metal_stack.png
Drawn at 2 px/um. Two of the layers only.
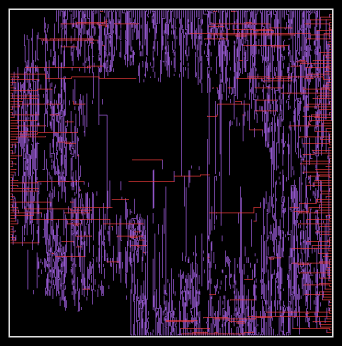
wire_density.png
Drawn at 1.5 px/um. 32 x 33 tiles, from dark purple (low) to yellow (high), scaled to the fullest tile. Values are wire area over tile area, all layers added.
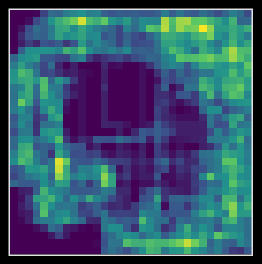
gate_families.png
Drawn at 2 px/um.
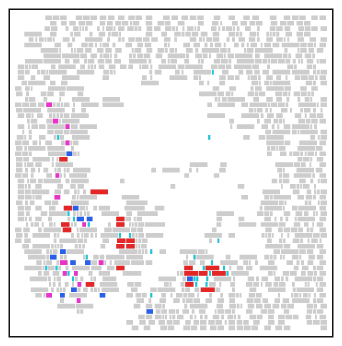
zoom.png
Window x 66 to 96, y 66 to 96 um. Cells in grey, sequential cells in the stronger grey; small squares are vias.
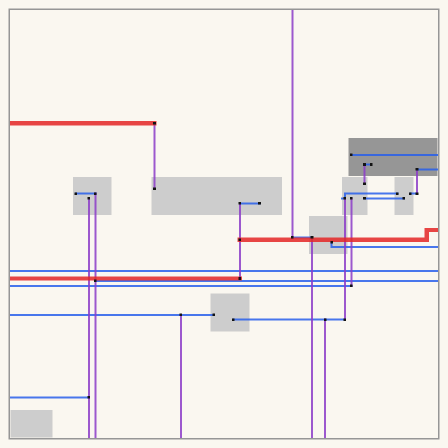
==> config.mk <==
export PLATFORM = sky130hd
export DESIGN_NAME = stream_pkt_arbiter
export DESIGN_NICKNAME = d
export VERILOG_FILES = /design/src/rtl/stream_pkg.sv /design/src/rtl/rr_arbiter.sv /design/src/rtl/stream_pkt_arbiter.sv
export SDC_FILE = /design/constraint.sdc
export NUM_CORES = 1
export LEC_CHECK = 0
export CAP_MARGIN = 15
export CORE_AREA = 2 2 159 161
export CTS_CLUSTER_DIAMETER = 100
export DETAILED_ROUTE_END_ITERATION = 6
export DIE_AREA = 0 0 161 163
export PLACE_DENSITY = 0.75
export SYNTH_ARGS = -nofsm -noshare
export SYNTH_HDL_FRONTEND = slang
export SYNTH_SLANG_ARGS = --single-unit
==> constraint.sdc <==
create_clock -name clk_i -period 12.4 [get_ports clk_i]
set_input_delay 3.72 -clock clk_i [delete_from_list [all_inputs] [get_ports clk_i]]
set_output_delay 3.72 -clock clk_i [all_outputs]
set_load 0.05 [all_outputs]
==> deck_impl_summary.md <==
Synthesis and Place & Route Summary

Clock tree
  • Max clock buf depth: 2
  • CTS clk-pin slew, worst paths: 0.06 ns

Yosys
  • Synth flops: 113
  • Post-synth EDFFs: 0

Floorplan
  • Starting Density: 30.30%
  • Die H: 163 um

Global routing
  • Routing usage on met2: 39.56%
  • Initial antenna violation count: 2
  • GR peak layer: met2
  • Vias in the first global route: 8206

STA
  • Final-report setup violation count: 0
  • Final hold vios: 0
  • Worst slew margin: 25.63%

Place
  • Pre-CTS setup slack: 2.980 ns

Status
  • Run status: complete, no violations

Pwr
  • NetSw: 0.0002153 W
  • Internal: 0.0007493 W
  • Maximum vdd drop: 0.00006326 V

Finish
  • Fin nets: 1572

Worst setup path
  • Max stage delay cell, worst path: clkdlybuf4s50_1

Min path
  • Hold Path Cell Cnt: 2
## Picture notes: metal_stack.png
| colour | layer | wire length |
|---|---|---|
| red | met3 | 2450 um |
| purple | met2 | 15300 um |
Routed wire per std cell: 19.74 um
via count: 8588
gr usage total: 23.30%
WL final: 31390 um

## Picture notes: wire_density.png
mean over tiles: 0.19
fullest tile: 0.60
tiles over half the peak: 23%
nearly empty tiles: 13%

## Picture notes: gate_families.png
| colour | family | cells | most used |
|---|---|---|---|
| magenta | AND and OR gates | 14 | and4_1 |
| blue | AND-OR and OR-AND gates | 13 | a22o_1 |
| cyan | inverters | 27 | inv_1 |
| red | adder and majority cells | 20 | ha_1 |
most frequent logic cell in the layout: clkdlybuf4s50_1
combinational share of cell area: 34.26%

## Picture notes: zoom.png
| colour | layer |
|---|---|
| purple | met2 |
| red | met3 |
| blue | met1 |
sequential cells in the window: 1
cells with their middle in the window: 7
most frequent: buf_4 (3)

synthesized netlist by cell type, types with 3 or more instances:
cell | count | area share, %
nand2_1 | 105 | 5.3
a211o_1 | 3 | 0.35
clkbuf_1 | 50 | 2.5
a21oi_1 | 85 | 5.7
xnor2_1 | 10 | 1.2
o31ai_1 | 72 | 7.2
o21ai_0 | 24 | 1.6
buf_1 | 12 | 0.60
and4_1 | 4 | 0.47
nor2_1 | 89 | 4.5
dfrtp_1 | 113 | 38
fa_1 | 4 | 1.1
xor2_1 | 6 | 0.70
and3_1 | 3 | 0.25
nor3_1 | 80 | 5.4
nor2b_1 | 8 | 0.67
nand3_1 | 12 | 0.80
ha_1 | 16 | 2.7
a22oi_1 | 3 | 0.30
nand4_1 | 8 | 0.67
mux4_1 | 3 | 1.1
buf_2 | 14 | 0.94
inv_1 | 27 | 1.4
a22o_1 | 4 | 0.47
o2bb2ai_1 | 4 | 0.47
nand2b_1 | 5 | 0.42
buf_6 | 4 | 0.60
a221oi_1 | 77 | 9.0
kinds of logic (layout without fill, tap and decap cells):
group / count (synthesis) / in the layout / share of synthesized area, %
buf+inv: 109 / 477 / 6.208
compound gates: 297 / 297 / 28.20
xor+xnor: 16 / 16 / 1.874
other cells: 0 / 2 / 0
mux: 7 / 7 / 1.774
fa+ha+maj: 20 / 20 / 3.748
simple gates: 328 / 328 / 20.38
flops: 113 / 113 / 37.82
final cells by class:
type	count	area share (%)
diodes	2	0.04067
clock buffers	18	3.487
clock inverters	14	1.149
inverters	27	0.8235
multi-input cells	668	34.26
flip-flops and latches	113	23.07
well taps	330	3.355
repair buffers	418	33.81
worst max-delay path: cells and delay by family:
family,cells,cell delay [ns]
buffers and inverters,2,1.16
and+or+nand+nor,4,0.85
No activity file was given, so power comes from the tool's default toggle rates.
